[config.mk]
export PLATFORM = sky130hd
export DESIGN_NAME = uart_mmio
export DESIGN_NICKNAME = d
export VERILOG_FILES = /design/src/rtl/uart_mmio_pkg.sv /design/src/rtl/sync_fifo.sv /design/src/rtl/uart_mmio.sv
export SDC_FILE = /design/constraint.sdc
export NUM_CORES = 1
export LEC_CHECK = 0
export ABC_AREA = 1
export CAP_MARGIN = 10
export CORE_MARGIN = 10
export CORE_UTILIZATION = 55
export CTS_BUF_LIST = sky130_fd_sc_hd__clkbuf_2
export DETAILED_ROUTE_END_ITERATION = 8
export PLACE_DENSITY_LB_ADDON = 0.3
export REMOVE_ABC_BUFFERS = 1
export SETUP_SLACK_MARGIN = 0.5
export SYNTH_ARGS = -nofsm -noshare
export SYNTH_HDL_FRONTEND = slang
export SYNTH_SLANG_ARGS = --single-unit
[constraint.sdc]
create_clock -name clk -period 4.2 [get_ports clk]
set_input_delay 1.26 -clock clk [delete_from_list [all_inputs] [get_ports clk]]
set_output_delay 1.26 -clock clk [all_outputs]
set_load 0.1 [all_outputs]
[src/rtl/uart_mmio_pkg.sv]
// Shared register map, bit positions and FSM encodings for the memory-mapped UART.
package uart_mmio_pkg;

    localparam int unsigned OFF_BAUD   = 0;
    localparam int unsigned OFF_CTRL   = 1;
    localparam int unsigned OFF_STATUS = 2;
    localparam int unsigned OFF_TXDATA = 3;
    localparam int unsigned OFF_RXDATA = 4;

    localparam int unsigned CTRL_TX_EN = 0;
    localparam int unsigned CTRL_RX_EN = 1;
    localparam int unsigned CTRL_LOOP  = 2;
    localparam int unsigned CTRL_FLUSH = 3;
    localparam int unsigned CTRL_RX_IE = 4;
    localparam int unsigned CTRL_TX_IE = 5;

    localparam int unsigned ST_TX_FULL  = 0;
    localparam int unsigned ST_TX_EMPTY = 1;
    localparam int unsigned ST_TX_BUSY  = 2;
    localparam int unsigned ST_RX_EMPTY = 3;
    localparam int unsigned ST_RX_FULL  = 4;
    localparam int unsigned ST_RX_OVR   = 5;
    localparam int unsigned ST_FRAME    = 6;
    localparam int unsigned ST_TX_OVF   = 7;

    typedef enum logic [1:0] {TxIdle, TxStart, TxData, TxStop} tx_state_e;
    typedef enum logic [1:0] {RxIdle, RxStart, RxData, RxStop} rx_state_e;

endpackage

[src/rtl/sync_fifo.sv]
// Single-clock FIFO with flush; a push into a full FIFO is ignored even if a pop
// happens on the same edge.
module sync_fifo #(
    parameter int unsigned WIDTH = 8,
    parameter int unsigned DEPTH = 8
) (
    input  logic                   clk,
    input  logic                   rst,
    input  logic                   push,
    input  logic                   pop,
    input  logic                   flush,
    input  logic [WIDTH-1:0]       wdata,
    output logic [WIDTH-1:0]       rdata,
    output logic                   full,
    output logic                   empty,
    output logic [$clog2(DEPTH):0] count
);
    localparam int unsigned AW = $clog2(DEPTH);

    logic [WIDTH-1:0] mem_q [DEPTH];
    logic [AW-1:0]    wptr_q, wptr_d, rptr_q, rptr_d;
    logic [AW:0]      count_q, count_d;
    logic             do_push, do_pop;

    assign full    = (count_q == (AW+1)'(DEPTH));
    assign empty   = (count_q == '0);
    assign count   = count_q;
    assign rdata   = mem_q[rptr_q];
    assign do_push = push && !full;
    assign do_pop  = pop && !empty;

    always_comb begin
        wptr_d  = wptr_q;
        rptr_d  = rptr_q;
        count_d = count_q;
        if (flush) begin
            wptr_d  = '0;
            rptr_d  = '0;
            count_d = '0;
        end else begin
            if (do_push) wptr_d = wptr_q + AW'(1);
            if (do_pop)  rptr_d = rptr_q + AW'(1);
            case ({do_push, do_pop})
                2'b10:   count_d = count_q + (AW+1)'(1);
                2'b01:   count_d = count_q - (AW+1)'(1);
                default: count_d = count_q;
            endcase
        end
    end

    always_ff @(posedge clk) begin
        if (!rst) begin
            wptr_q  <= '0;
            rptr_q  <= '0;
            count_q <= '0;
        end else begin
            wptr_q  <= wptr_d;
            rptr_q  <= rptr_d;
            count_q <= count_d;
        end
    end

    always_ff @(posedge clk) begin
        if (do_push && !flush) mem_q[wptr_q] <= wdata;
    end

endmodule

[src/rtl/uart_mmio.sv]
// Memory-mapped UART: register file, TX/RX FIFOs, baud-timed TX and RX framers,
// sticky error flags, registered interrupt and bus stall on a full TX FIFO.
module uart_mmio
    import uart_mmio_pkg::*;
#(
    parameter int unsigned ADDR_W        = 32,
    parameter int unsigned BASE_ADDR     = 20,
    parameter int unsigned DATA_BITS     = 8,
    parameter int unsigned BAUD_W        = 16,
    parameter int unsigned BAUD_RESET    = 15,
    parameter int unsigned FIFO_DEPTH    = 8,
    parameter int unsigned STALL_ON_FULL = 1
) (
    input  logic              clk,
    input  logic              rst,
    input  logic [ADDR_W-1:0] addr,
    input  logic [31:0]       wdata,
    input  logic              we,
    input  logic              re,
    output logic [31:0]       rdata,
    output logic              hit,
    output logic              stall,
    output logic              irq,
    input  logic              rx,
    output logic              tx
);
    localparam int unsigned BIT_W = 4;
    localparam int unsigned CW    = $clog2(FIFO_DEPTH) + 1;

    logic [ADDR_W-1:0]    off;
    logic                 wr, rd, sel_baud, sel_ctrl, sel_status, sel_tx, sel_rx;
    logic [BAUD_W-1:0]    baud_q, baud_d;
    logic [5:0]           ctrl_q, ctrl_d;
    logic                 ovr_q, ovr_d, ferr_q, ferr_d, tovf_q, tovf_d, irq_q, irq_d;
    logic [2:0]           clr;
    logic [7:0]           status;
    logic                 flush, tx_push, tx_drop, rx_pop;
    logic                 tx_full, tx_empty, rx_full, rx_empty;
    logic [DATA_BITS-1:0] tx_head, rx_head;
    logic [CW-1:0]        tx_count, rx_count;

    tx_state_e            tx_state_q, tx_state_d;
    logic [BAUD_W-1:0]    tx_cnt_q, tx_cnt_d;
    logic [BIT_W-1:0]     tx_bit_q, tx_bit_d;
    logic [DATA_BITS-1:0] tx_sh_q, tx_sh_d;
    logic                 tx_q, tx_d, tx_pop;

    rx_state_e            rx_state_q, rx_state_d;
    logic [BAUD_W-1:0]    rx_cnt_q, rx_cnt_d, rx_half;
    logic [BAUD_W:0]      rx_half_full;
    logic [BIT_W-1:0]     rx_bit_q, rx_bit_d;
    logic [DATA_BITS-1:0] rx_sh_q, rx_sh_d;
    logic                 rx_meta_q, rx_sync_q, rx_prev_q, rx_in;
    logic                 rx_push, ovr_set, ferr_set;
    logic                 unused_sigs;

    assign off        = addr - ADDR_W'(BASE_ADDR);
    assign hit        = (addr >= ADDR_W'(BASE_ADDR)) && (addr <= ADDR_W'(BASE_ADDR + 4)) && (re || we);
    assign wr         = hit && we;
    assign rd         = hit && re;
    assign sel_baud   = (off == ADDR_W'(OFF_BAUD));
    assign sel_ctrl   = (off == ADDR_W'(OFF_CTRL));
    assign sel_status = (off == ADDR_W'(OFF_STATUS));
    assign sel_tx     = (off == ADDR_W'(OFF_TXDATA));
    assign sel_rx     = (off == ADDR_W'(OFF_RXDATA));

    assign flush   = wr && sel_ctrl && wdata[CTRL_FLUSH];
    assign stall   = wr && sel_tx && tx_full && (STALL_ON_FULL != 0);
    assign tx_push = wr && sel_tx && !tx_full;
    assign tx_drop = wr && sel_tx && tx_full && (STALL_ON_FULL == 0);
    assign rx_pop  = rd && sel_rx;
    assign clr     = (wr && sel_status) ? wdata[7:5] : 3'b000;
    assign rx_in   = ctrl_q[CTRL_LOOP] ? tx_q : rx_sync_q;
    assign tx      = tx_q;
    assign irq     = irq_q;
    assign unused_sigs = ^{wdata, tx_count, rx_count};

    // RX waits (divisor+1)/2 clocks after the falling edge before sampling the start bit.
    assign rx_half_full = ({1'b0, baud_q} + (BAUD_W+1)'(1)) >> 1;
    assign rx_half      = (rx_half_full == '0) ? '0 : BAUD_W'(rx_half_full - (BAUD_W+1)'(1));

    sync_fifo #(.WIDTH(DATA_BITS), .DEPTH(FIFO_DEPTH)) u_tx_fifo (
        .clk(clk), .rst(rst), .push(tx_push), .pop(tx_pop), .flush(flush),
        .wdata(wdata[DATA_BITS-1:0]), .rdata(tx_head), .full(tx_full), .empty(tx_empty),
        .count(tx_count)
    );

    sync_fifo #(.WIDTH(DATA_BITS), .DEPTH(FIFO_DEPTH)) u_rx_fifo (
        .clk(clk), .rst(rst), .push(rx_push), .pop(rx_pop), .flush(flush),
        .wdata(rx_sh_q), .rdata(rx_head), .full(rx_full), .empty(rx_empty),
        .count(rx_count)
    );

    always_comb begin
        status              = '0;
        status[ST_TX_FULL]  = tx_full;
        status[ST_TX_EMPTY] = tx_empty;
        status[ST_TX_BUSY]  = (tx_state_q != TxIdle);
        status[ST_RX_EMPTY] = rx_empty;
        status[ST_RX_FULL]  = rx_full;
        status[ST_RX_OVR]   = ovr_q;
        status[ST_FRAME]    = ferr_q;
        status[ST_TX_OVF]   = tovf_q;

        rdata = '0;
        if (hit) begin
            if (sel_baud)        rdata = 32'(baud_q);
            else if (sel_ctrl)   rdata = 32'(ctrl_q);
            else if (sel_status) rdata = 32'(status);
            else if (sel_rx)     rdata = rx_empty ? 32'd0 : 32'(rx_head);
        end

        baud_d = (wr && sel_baud) ? wdata[BAUD_W-1:0] : baud_q;
        ctrl_d = (wr && sel_ctrl) ? {wdata[5:4], 1'b0, wdata[2:0]} : ctrl_q;
        ovr_d  = (ovr_q  && !clr[0]) || ovr_set;
        ferr_d = (ferr_q && !clr[1]) || ferr_set;
        tovf_d = (tovf_q && !clr[2]) || tx_drop;
        irq_d  = (ctrl_q[CTRL_RX_IE] && !rx_empty)
              || (ctrl_q[CTRL_TX_IE] && tx_empty && (tx_state_q == TxIdle))
              || ovr_q || ferr_q;
    end

    always_comb begin
        tx_state_d = tx_state_q;
        tx_cnt_d   = tx_cnt_q;
        tx_bit_d   = tx_bit_q;
        tx_sh_d    = tx_sh_q;
        tx_d       = tx_q;
        tx_pop     = 1'b0;
        case (tx_state_q)
            TxIdle: begin
                if (ctrl_q[CTRL_TX_EN] && !tx_empty) begin
                    tx_pop = 1'b1; tx_sh_d = tx_head; tx_cnt_d = baud_q;
                    tx_d = 1'b0; tx_state_d = TxStart;
                end
            end
            TxStart: begin
                if (tx_cnt_q == '0) begin
                    tx_state_d = TxData; tx_cnt_d = baud_q; tx_bit_d = '0; tx_d = tx_sh_q[0];
                end else tx_cnt_d = tx_cnt_q - BAUD_W'(1);
            end
            TxData: begin
                if (tx_cnt_q == '0) begin
                    tx_cnt_d = baud_q;
                    if (tx_bit_q == BIT_W'(DATA_BITS - 1)) begin
                        tx_state_d = TxStop; tx_d = 1'b1;
                    end else begin
                        tx_bit_d = tx_bit_q + BIT_W'(1); tx_sh_d = tx_sh_q >> 1; tx_d = tx_sh_q[1];
                    end
                end else tx_cnt_d = tx_cnt_q - BAUD_W'(1);
            end
            TxStop: begin
                if (tx_cnt_q == '0) begin
                    if (ctrl_q[CTRL_TX_EN] && !tx_empty) begin
                        tx_pop = 1'b1; tx_sh_d = tx_head; tx_cnt_d = baud_q;
                        tx_d = 1'b0; tx_state_d = TxStart;
                    end else tx_state_d = TxIdle;
                end else tx_cnt_d = tx_cnt_q - BAUD_W'(1);
            end
            default: tx_state_d = TxIdle;
        endcase
    end

    always_comb begin
        rx_state_d = rx_state_q;
        rx_cnt_d   = rx_cnt_q;
        rx_bit_d   = rx_bit_q;
        rx_sh_d    = rx_sh_q;
        rx_push    = 1'b0;
        ovr_set    = 1'b0;
        ferr_set   = 1'b0;
        if (!ctrl_q[CTRL_RX_EN]) begin
            rx_state_d = RxIdle;
        end else begin
            case (rx_state_q)
                RxIdle: begin
                    if (!rx_in && rx_prev_q) begin
                        rx_state_d = RxStart; rx_cnt_d = rx_half;
                    end
                end
                RxStart: begin
                    if (rx_cnt_q == '0) begin
                        rx_state_d = rx_in ? RxIdle : RxData;
                        rx_cnt_d = baud_q; rx_bit_d = '0;
                    end else rx_cnt_d = rx_cnt_q - BAUD_W'(1);
                end
                RxData: begin
                    if (rx_cnt_q == '0) begin
                        rx_sh_d  = {rx_in, rx_sh_q[DATA_BITS-1:1]};
                        rx_cnt_d = baud_q;
                        if (rx_bit_q == BIT_W'(DATA_BITS - 1)) rx_state_d = RxStop;
                        else rx_bit_d = rx_bit_q + BIT_W'(1);
                    end else rx_cnt_d = rx_cnt_q - BAUD_W'(1);
                end
                RxStop: begin
                    if (rx_cnt_q == '0) begin
                        rx_state_d = RxIdle;
                        if (!rx_in)       ferr_set = 1'b1;
                        else if (rx_full) ovr_set  = 1'b1;
                        else              rx_push  = 1'b1;
                    end else rx_cnt_d = rx_cnt_q - BAUD_W'(1);
                end
                default: rx_state_d = RxIdle;
            endcase
        end
    end

    always_ff @(posedge clk) begin
        if (!rst) begin
            baud_q     <= BAUD_W'(BAUD_RESET);
            ctrl_q     <= '0;
            ovr_q      <= 1'b0;
            ferr_q     <= 1'b0;
            tovf_q     <= 1'b0;
            irq_q      <= 1'b0;
            tx_state_q <= TxIdle;
            tx_cnt_q   <= '0;
            tx_bit_q   <= '0;
            tx_sh_q    <= '0;
            tx_q       <= 1'b1;
            rx_state_q <= RxIdle;
            rx_cnt_q   <= '0;
            rx_bit_q   <= '0;
            rx_sh_q    <= '0;
            rx_meta_q  <= 1'b1;
            rx_sync_q  <= 1'b1;
            rx_prev_q  <= 1'b1;
        end else begin
            baud_q     <= baud_d;
            ctrl_q     <= ctrl_d;
            ovr_q      <= ovr_d;
            ferr_q     <= ferr_d;
            tovf_q     <= tovf_d;
            irq_q      <= irq_d;
            tx_state_q <= tx_state_d;
            tx_cnt_q   <= tx_cnt_d;
            tx_bit_q   <= tx_bit_d;
            tx_sh_q    <= tx_sh_d;
            tx_q       <= tx_d;
            rx_state_q <= rx_state_d;
            rx_cnt_q   <= rx_cnt_d;
            rx_bit_q   <= rx_bit_d;
            rx_sh_q    <= rx_sh_d;
            rx_meta_q  <= rx;
            rx_sync_q  <= rx_meta_q;
            rx_prev_q  <= rx_in;
        end
    end

endmodule

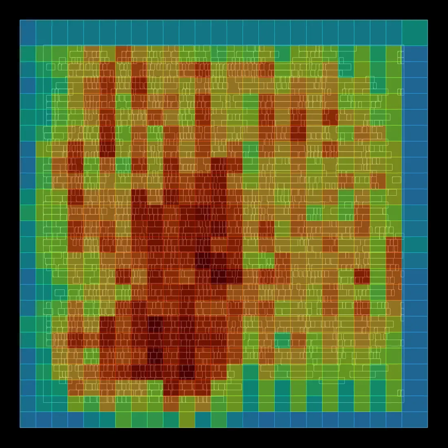
Fig. 1. Routing congestion (run 1).
global routing's busiest layer: met2
core utilization of the finished layout: 73.03%
global-route usage over all layers: 24.99%
wire length per cell: 17.82 um

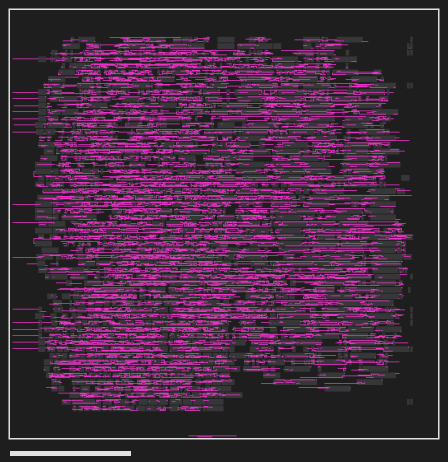
Fig. 2. The metal 1 layer (run 1).
Bar = 50 um.
- nets with wire on the layer: 1944
- main direction: horizontal
- wire length on this layer: 16900 um

==> flow_metrics.py, run 1 <==
# Metrics from the implementation run
metrics = {
    "logic_synthesis": {
        "top_area_cell": "sky130_fd_sc_hd__edfxtp_1",
        "synth_chip_area_um2": 13520,
        "yosys.area_share.xor_xnor_pct": 3.684,
        "postSynthAreaPerCell_um2": 8.012,
        "synth_cell_type_count": 62,
        "synthFlopType": "sky130_fd_sc_hd__edfxtp_1",
        "muxShareOfSynthArea_pct": 0.07405,
        "cells_after_synth": 1687,
        "share_of_flip_flops_with_an_asynchronous_set_or_reset_after_synthesis_pct": 0,
        "synth.area.top_cells": "sky130_fd_sc_hd__edfxtp_1, sky130_fd_sc_hd__dfxtp_1, sky130_fd_sc_hd__nand2_1",
        "ys_warn_count": 0,
        "synth.cell_area_um2": 13520,
        "synth.yosys.seq_area_share_pct": 45.47,
        "post_synth_main_logic_family": "simple AND/OR/NAND/NOR gates",
        "synth.cellmix.simpleShare_pct": 25.07,
        "netlist.area_leader.share_pct": 28.44,
        "yosys.area_share.aoi_pct": 15.66,
        "adder_share_pct": 2.462,
        "yosysCellCount": 1687,
        "synth-edff-count": 128,
        "yosys_register_bits": 243,
    },
    "global_routing": {
        "grt_pass1_wl_um": 64430,
        "first_global_vias": 13040,
        "pin_count_of_the_biggest_net_entering_global_routing": 48,
        "grt_antenna_before_repair": 1,
        "grt_overflow_total": 0,
    },
    "placement": {
        "post_dp_cell_area_um2": 15790,
        "dp.final_hpwl_um": 26560,
        "post-place-ws_ps": -1088,
        "place.detailed.instances": 2193,
        "port_buffers": 72,
        "place_congestion": 0.9574,
    },
    "clock_tree": {
        "clock_path_buffers": 3,
        "cts-root-buf": "sky130_fd_sc_hd__clkbuf_2",
        "cts_htree_levels": 2,
        "clock_sink_count": 243,
        "clk_pin_slew_worst_paths_ps": 80,
        "cts_tree": "built",
        "worst_skew_pair.late_latency_ps": 900,
        "cts_made_buffers": 61,
    },
    "timing": {
        "post-route-period-util_pct": 121.0,
        "timing_worst_slew_pin_value_ps": 981.8,
        "final-hold-violation-count": 0,
        "timing.final.ws_setup_ps": -881.2,
        "timing.setup.tns_ps": -16770,
        "finalSetupViolCount": 32,
        "post-route-min-period_ps": 5081,
        "max-slew-margin-rel_pct": 34.44,
        "finClkSkew_ps": 75.75,
        "final_max_slew_viol_count": 0,
        "grt_setup_unrepaired": "yes",
        "max_freq_mhz": 196.8,
        "fin_hold_ws_ps": 431.2,
    },
    "critical_path": {
        "crit_path_max_fanout": 8,
        "r2r_cells": 18,
        "critPathLaunchType": "input port",
        "end_kind": "output port",
        "worstReg2RegEnd": "u_rx_fifo.count[3]",
        "rrSetupSlack_ps": 710,
        "r2r-start": "rx_cnt_q[0]",
        "worst-endpoint-arrival_ps": 3820,
        "crit_required_ps": 2940,
        "critPathCapture": "rdata[6]",
        "worst-setup-path-type": "input port to output port",
        "timing.critical_path.from": "addr[6]",
    },
    "power": {
        "power.density_cell_area_nw_per_um2": 340.2,
        "power.share.sequential_pct": 43.7,
        "netSwitchingFraction_pct": 36.64,
        "static-leakage-power_nw": 7.576,
        "vdd_ir_drop_max_uv": 276.1,
        "power_report.internal_total_mw": 3.818,
        "comb_power_share_pct": 29.0,
        "clock_power_share_pct": 27.2,
        "finalPower_mw": 6.025,
        "netSwitchingPower_mw": 2.208,
    },
    "routing": {
        "dr.first_iter.drc_count": 1497,
        "post-route-drc-count": 0,
        "drt.antenna.violating_nets": 0,
        "drt_pass_1_iters": 6,
        "vias_per_cell": 5.742,
    },
    "final_layout": {
        "layout_top_cell": "sky130_fd_sc_hd__nand2_1",
        "most_used_cells_in_the_layout_excluding_fill_and_tap_cells": "sky130_fd_sc_hd__nand2_1, sky130_fd_sc_hd__nor2_1, sky130_fd_sc_hd__buf_4, sky130_fd_sc_hd__o21ai_0, sky130_fd_sc_hd__inv_1",
        "share_of_layout_cells_above_drive_strength_1_pct": 28.09,
        "final_non_filler_cell_total": 2366,
        "finish.instance_area_um2": 17710,
        "nNetsFinal": 2083,
        "combGateArea_um2": 7217,
        "seq_area_um2": 6146,
        "filler_cell_count": 1773,
        "area_overhead_of_the_layout_relative_to_synthesis_pct": 31.02,
    },
    "worst_hold_path": {
        "worst_hold_launch": "rx_meta_q",
        "timing.hold.worst_path_depth": 1,
        "worstHoldEndpoint": "rx_sync_q",
        "min_path_type": "flip-flop to flip-flop",
    },
    "floorplan": {
        "number_of_placed_i_o_pins": 105,
        "die-width_um": 176.8,
        "initCoreUtil_pct": 55.74,
        "chip_area_um2": 31250,
        "core-area_um2": 24250,
        "floorplan.die.height_um": 176.8,
        "row_count": 57,
    },
    "outcome": {
        "violated_checks": "setup timing",
        "status": "complete, but fails checks",
    },
    "flow_run": {
        "tool_warnings": 51,
        "cap_violations": 0,
    },
}
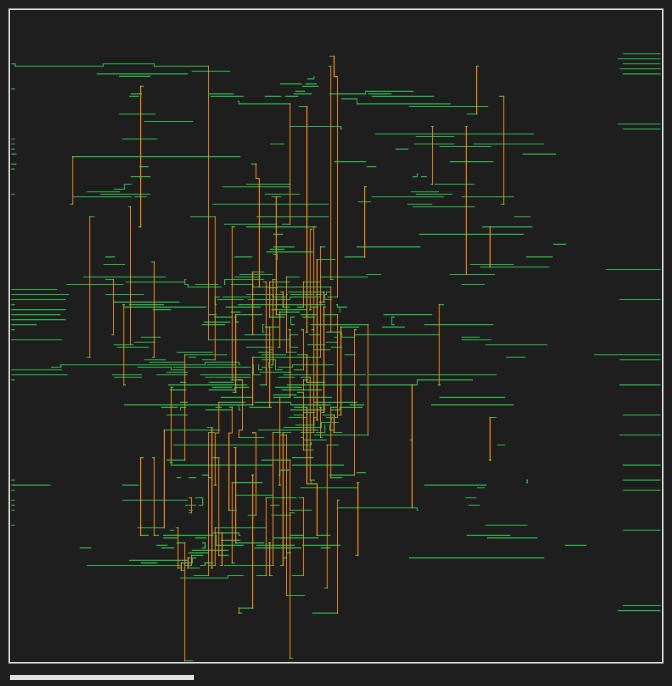
Fig. 3. Signal wires by layer (run 1).
Bar = 50 um. Only two layers are drawn.
- orange: met4 (wire length 2270 um)
- green: met3 (wire length 3400 um)
via count: 13.59k
Detailed Route WL: 42160 um

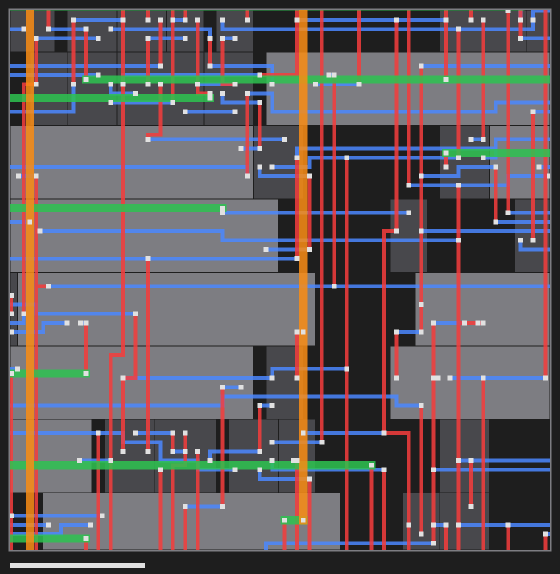
Fig. 4. Close-up of the layout (run 1).
Bar = 5 um. Window x 123 to 143, y 123 to 143 um. Cells in gray, sequential cells in the stronger gray; small squares are vias.
- blue: met1
- red: met2
- green: met3
- orange: met4
- sequential cells in the window: 7
- cells with their middle in the window: 30
- most frequent: edfxtp_1 (7), o21ai_0 (5)
- netlist names of flops here include: u_tx_fifo.mem_q (7)

==> run 1: metal layers <==
layer	track usage, %	routed length (um)	up-vias
met4	12.05	2268	0
li1	-	-	6341
met5	0	0	-
met3	4.224	3394	199
met2	41.04	19570	767
met1	31.41	16920	6278
==> run 1: final cells by class <==
class	instances	share of cell area, %
diodes	2	0.02826
clock buffers	88	2.487
clock inverters	27	0.7913
inverters	177	3.808
multi-input cells	1215	40.75
flip-flops and latches	243	34.70
well taps	324	2.289
repair buffers	289	15.11
repair inverters	1	0.02826
==> run 1: what timing repair did <==
action	CTS	global route
setup endpoints to repair	22	36
buffers inserted	41	12
pin swaps	96	65
hold buffers	0	0
gates cloned	2	1
gates resized	284	116
==> run 1: worst max-delay path: stages <==
cell and delay [ps]:
sky130_fd_sc_hd__buf_8 100, sky130_fd_sc_hd__nor2_4 190, sky130_fd_sc_hd__nand2_4 110, sky130_fd_sc_hd__nor2_8 220, sky130_fd_sc_hd__nand2_4 100, sky130_fd_sc_hd__nand2_1 90, sky130_fd_sc_hd__nand3b_1 100, sky130_fd_sc_hd__nor2_2 200
sky130_fd_sc_hd__nand3_2 160, sky130_fd_sc_hd__nor2_4 180, sky130_fd_sc_hd__nand3_4 110, sky130_fd_sc_hd__nor2_4 190, sky130_fd_sc_hd__nand2_1 90, sky130_fd_sc_hd__nand2_1 80, sky130_fd_sc_hd__nand2_1 100, sky130_fd_sc_hd__a21oi_2 180
sky130_fd_sc_hd__buf_4 170, sky130_fd_sc_hd__buf_12 170
==> run 1: power by group through the flow <==
stage          Combinational (mW)  Sequential (mW)  Clock [mW]
2_1_floorplan                1.12             2.69           0
3_3_place_gp                 1.57             2.68           0
3_5_place_dp                 1.62             2.68           0
4_1_cts                      1.65             2.63        1.66
5_1_grt                      1.94             2.65        1.79
6_report                     1.75             2.64        1.64
==> run 1: kinds of logic (layout without fill, tap and decap cells) <==
kind of cell / after synthesis / count (layout)
other: 1 / 18
XOR/XNOR: 56 / 56
AND-OR/OR-AND: 361 / 361
buffers and inverters: 246 / 582
AND/OR/NAND/NOR: 753 / 755
multiplexers: 1 / 1
flip-flops: 243 / 243
adder cells (fa/ha/maj): 26 / 26
==> run 1: state kept, by name (all words and copies together) (netlist names), 4 cells and up, named ones only <==
name,count
rx_sh_q,8
u_tx_fifo.count,4
tx_cnt_q,16
tx_bit_q,4
ctrl_q,5
u_rx_fifo.count,4
tx_sh_q,8
rx_bit_q,4
u_rx_fifo.mem_q,64
rx_cnt_q,16
u_tx_fifo.mem_q,64
baud_q,16
==> run 1: synthesized netlist by cell type, drive strengths merged (2+ instances only) <==
library cell / count
clkbuf: 44
o221ai: 9
o211ai: 7
a21o: 7
dfxtp: 115
edfxtp: 128
nor3: 40
nand3: 82
inv: 176
a31oi: 7
xnor2: 16
a221oi: 2
o22ai: 41
ha: 25
nand3b: 10
nor4: 5
xor2: 40
o21bai: 4
o31ai: 4
buf: 25
o21ai: 181
a21oi: 71
a211oi: 22
nand4: 30
or2: 11
nand2: 282
nor2: 291
Fig. 5: run 1, routed metal per tile
The die is cut into 35 by 35 equal tiles; white is low, dark blue is high, scaled to the fullest tile. Values are wire area over tile area, all layers added.
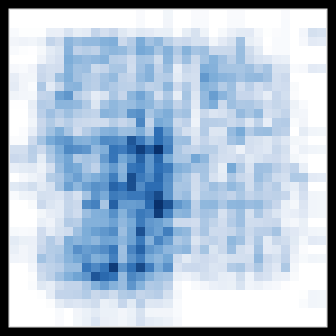

==> run 2: changes to the inputs <==
--- a/config.mk
+++ b/config.mk
@@ -12,6 +12,7 @@
 export CTS_BUF_LIST = sky130_fd_sc_hd__clkbuf_2
 export DETAILED_ROUTE_END_ITERATION = 8
 export PLACE_DENSITY_LB_ADDON = 0.3
+export RECOVER_POWER = 100
 export REMOVE_ABC_BUFFERS = 1
 export SETUP_SLACK_MARGIN = 0.5
 export SYNTH_ARGS = -nofsm -noshare
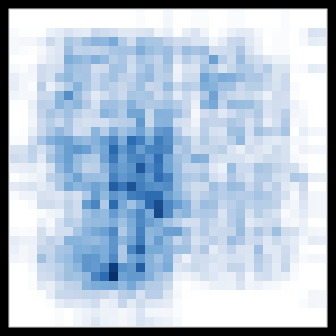
Fig. 6. Routed metal per tile (run 2).
The die is cut into 35 by 35 equal tiles; white is low, dark blue is high, scaled to the fullest tile. Values are wire area over tile area, all layers added.
- tiles over half the peak: 10%
- fullest tile: 0.99
- nearly empty tiles: 18%
- emptiest ninth of the die: south-east
- densest ninth of the die: center
via count: 13.57k
Detailed Route WL: 42120 um
wire length per cell: 17.80 um

==> run 2 against run 1 <==
The flow finishes with violations (DRC, capacitance limit, slew limit, setup timing); fmax down 0.14%; cell area shrank 0.55%; die size unchanged; clock skew fell by 9.7 ps; hold slack about the same; highest routed layer unchanged; via count down 0.14%; sequential share of layout area is 0.19 points higher.
==> flow_metrics.py, run 2 <==
# Metrics from the implementation run
metrics = {
    "worst_hold_path": {
        "min_path_type": "flip-flop to flip-flop",
        "worstHoldEndpoint": "rx_sync_q",
        "timing.hold.worst_path_depth": 1,
        "worst_hold_launch": "rx_meta_q",
    },
    "final_layout": {
        "most_used_cells_in_the_layout_excluding_fill_and_tap_cells": "sky130_fd_sc_hd__nand2_1, sky130_fd_sc_hd__nor2_1, sky130_fd_sc_hd__buf_4, sky130_fd_sc_hd__o21ai_0, sky130_fd_sc_hd__inv_1",
        "nNetsFinal": 2083,
        "combGateArea_um2": 7173,
        "filler_cell_count": 1789,
        "share_of_layout_cells_above_drive_strength_1_pct": 27.65,
        "seq_area_um2": 6146,
        "reg.largest.list": "u_rx_fifo.mem_q x64, u_tx_fifo.mem_q x64",
        "area_overhead_of_the_layout_relative_to_synthesis_pct": 30.30,
        "layout_top_cell": "sky130_fd_sc_hd__nand2_1",
    },
    "routing": {
        "met1Wirelength_um": 16710,
        "top_signal_layer_used": "met4",
        "met3WireLength_um": 3511,
        "drt_pass_1_iters": 8,
        "dr.first_iter.drc_count": 1544,
        "post-route-drc-count": 2,
        "drt.antenna.violating_nets": 0,
        "met2WireLength_um": 19520,
        "vias_per_cell": 5.734,
    },
    "global_routing": {
        "first_global_vias": 13040,
        "track_usage_pct": 24.99,
        "grt_antenna_before_repair": 1,
        "pin_count_of_the_biggest_net_entering_global_routing": 48,
        "grt_overflow_total": 0,
        "grt_pass1_wl_um": 64430,
    },
    "timing": {
        "timing_worst_slew_pin_value_ps": 2516,
        "max-slew-margin-rel_pct": -67.71,
        "finClkSkew_ps": 66.09,
        "finalSetupViolCount": 48,
        "final_max_slew_viol_count": 90,
        "post-route-period-util_pct": 121.2,
        "fin_hold_ws_ps": 431.1,
        "max_freq_mhz": 196.5,
        "post-route-min-period_ps": 5088,
        "timing.final.ws_setup_ps": -888.5,
        "grt_setup_unrepaired": "yes",
        "timing.setup.tns_ps": -21650,
        "final-hold-violation-count": 0,
    },
    "logic_synthesis": {
        "synthFlopType": "sky130_fd_sc_hd__edfxtp_1",
        "synth-edff-count": 128,
        "synth.area.top_cells": "sky130_fd_sc_hd__edfxtp_1, sky130_fd_sc_hd__dfxtp_1, sky130_fd_sc_hd__nand2_1",
        "yosysCellCount": 1687,
        "yosys_register_bits": 243,
        "synth_chip_area_um2": 13520,
        "postSynthAreaPerCell_um2": 8.012,
        "cells_after_synth": 1687,
        "synth.cell_area_um2": 13520,
        "common_cells": "sky130_fd_sc_hd__nand2_1, sky130_fd_sc_hd__nor2_1, sky130_fd_sc_hd__o21ai_0, sky130_fd_sc_hd__inv_1, sky130_fd_sc_hd__edfxtp_1",
        "netlist.area_leader.share_pct": 28.44,
        "synth_cell_type_count": 62,
        "most_common_cell": "sky130_fd_sc_hd__nand2_1",
        "ys_warn_count": 0,
        "share_of_flip_flops_with_an_asynchronous_set_or_reset_after_synthesis_pct": 0,
        "top_area_cell": "sky130_fd_sc_hd__edfxtp_1",
        "synth.yosys.seq_area_share_pct": 45.47,
    },
    "floorplan": {
        "chip_area_um2": 31250,
        "initCoreUtil_pct": 55.74,
        "number_of_placed_i_o_pins": 105,
        "floorplan.die.height_um": 176.8,
        "die-width_um": 176.8,
        "core-area_um2": 24250,
        "row_count": 57,
    },
    "clock_tree": {
        "worst_skew_pair.late_latency_ps": 900,
        "cts_htree_levels": 2,
        "cts-root-buf": "sky130_fd_sc_hd__clkbuf_2",
        "cts_tree": "built",
        "cts.hold.buffers_added": 0,
        "cts_made_buffers": 61,
        "clk_pin_slew_worst_paths_ps": 80,
        "clock_path_buffers": 3,
        "clock_sink_count": 243,
    },
    "power": {
        "vdd_ir_drop_max_uv": 276.6,
        "netSwitchingPower_mw": 2.205,
        "power_report.internal_total_mw": 3.812,
        "comb_power_share_pct": 29.0,
        "clock_power_share_pct": 27.2,
        "power.share.sequential_pct": 43.8,
        "netSwitchingFraction_pct": 36.65,
        "power.density_cell_area_nw_per_um2": 341.6,
        "static-leakage-power_nw": 7.515,
    },
    "critical_path": {
        "end_kind": "output port",
        "r2r_cells": 17,
        "worst-setup-path-type": "input port to output port",
        "timing.critical_path.from": "addr[6]",
        "critPathCapture": "rdata[6]",
        "worst-endpoint-arrival_ps": 3830,
        "crit_required_ps": 2940,
        "worstReg2RegEnd": "u_rx_fifo.count[3]",
        "critPathLaunchType": "input port",
        "r2r-start": "rx_cnt_q[0]",
        "crit_path_max_fanout": 8,
        "rrSetupSlack_ps": 670,
    },
    "placement": {
        "dp.final_hpwl_um": 26560,
        "place_congestion": 0.9574,
        "port_buffers": 72,
    },
    "flow_run": {
        "tool_warnings": 51,
        "cap_violations": 2,
    },
    "outcome": {
        "status": "complete, but fails checks",
        "violated_checks": "DRC, capacitance limit, slew limit, setup timing",
    },
}
## run 2: netlist changes by cell type in the layout (fill, tap and decap cells not counted), moves of 2 or more
cell                              change
sky130_fd_sc_hd__nand2_1              +2
sky130_fd_sc_hd__dlygate4sd3_1        +9
sky130_fd_sc_hd__clkdlybuf4s50_1      -9
sky130_fd_sc_hd__buf_12               -2
sky130_fd_sc_hd__buf_4                -4
sky130_fd_sc_hd__clkbuf_1             +6
## run 2: repair_timing
item	4_1_cts	5_1_grt
buffers inserted	41	12
pin swaps	96	65
endpoints found under the setup margin	22	36
resized	284	116
endpoints found under the hold margin	0	0
gates cloned	2	1
## run 2: cell families after synthesis
| group | after synthesis | synth area share, % |
|---|---|---|
| and+or+nand+nor | 753 | 25.07 |
| xor gates and xnor gates | 56 | 3.684 |
| adders and majority gates | 26 | 2.462 |
| DFF | 243 | 45.47 |
| other | 1 | 0.02774 |
| buffers and inverters | 246 | 7.553 |
| AOI/OAI and AO/OA | 361 | 15.66 |
| muxes | 1 | 0.07406 |
## run 2: area by class of cell
type | instances | share of cell area, %
antenna | 2 | 0.02842
clock buffer | 88 | 2.501
clock inverter | 27 | 0.7957
inverter | 177 | 3.829
multi-input combinational | 1215 | 40.73
sequential | 243 | 34.90
tap | 324 | 2.302
timing repair buffer | 289 | 14.89
timing repair inverter | 1 | 0.02842
## run 2: power groups by stage
| stage | sequential (mW) | clock (mW) | combinational, mW |
|---|---|---|---|
| 5_1_grt | 2.65 | 1.79 | 1.93 |
| 3_3_place_gp | 2.68 | 0 | 1.57 |
| 6_report | 2.64 | 1.64 | 1.74 |
| 2_1_floorplan | 2.69 | 0 | 1.12 |
| 4_1_cts | 2.63 | 1.66 | 1.65 |
| 3_5_place_dp | 2.68 | 0 | 1.62 |
## run 2: metal layers
metal	GRT usage (%)	vias up
met2	41.04	777
li1	-	6331
met3	4.224	216
met4	12.05	0
met5	0	-
met1	31.41	6242
## run 2: worst max-delay path, cell delays in order
cell	delay [ps]
sky130_fd_sc_hd__buf_8	110
sky130_fd_sc_hd__nor2_4	190
sky130_fd_sc_hd__nand2_4	110
sky130_fd_sc_hd__nor2_8	220
sky130_fd_sc_hd__nand2_4	100
sky130_fd_sc_hd__nand2_1	90
sky130_fd_sc_hd__nand3b_1	100
sky130_fd_sc_hd__nor2_2	200
sky130_fd_sc_hd__nand3_2	160
sky130_fd_sc_hd__nor2_4	180
sky130_fd_sc_hd__nand3_4	110
sky130_fd_sc_hd__nor2_4	200
sky130_fd_sc_hd__nand2_1	100
sky130_fd_sc_hd__nand2_1	80
sky130_fd_sc_hd__nand2_1	100
sky130_fd_sc_hd__a21oi_2	180
sky130_fd_sc_hd__buf_4	170
sky130_fd_sc_hd__buf_12	170
## run 2: through the flow
step | area [um^2] | util (%) | setup WS (ps) | instances | total power, mW
after global placement | 15790 | 65.12 | -1050 | 2193 | 4.254
after CTS | 17210 | 70.99 | -531.6 | 2351 | 5.944
after global routing | 17610 | 72.62 | -942.6 | 2365 | 6.364
after floorplan | 13220 | - | -2185 | 1633 | 3.813
final | 17610 | 72.63 | -888.5 | 2366 | 6.017
after detailed placement | 15790 | 65.12 | -1088 | 2193 | 4.301
No activity file was given, so power comes from the tool's default toggle rates.
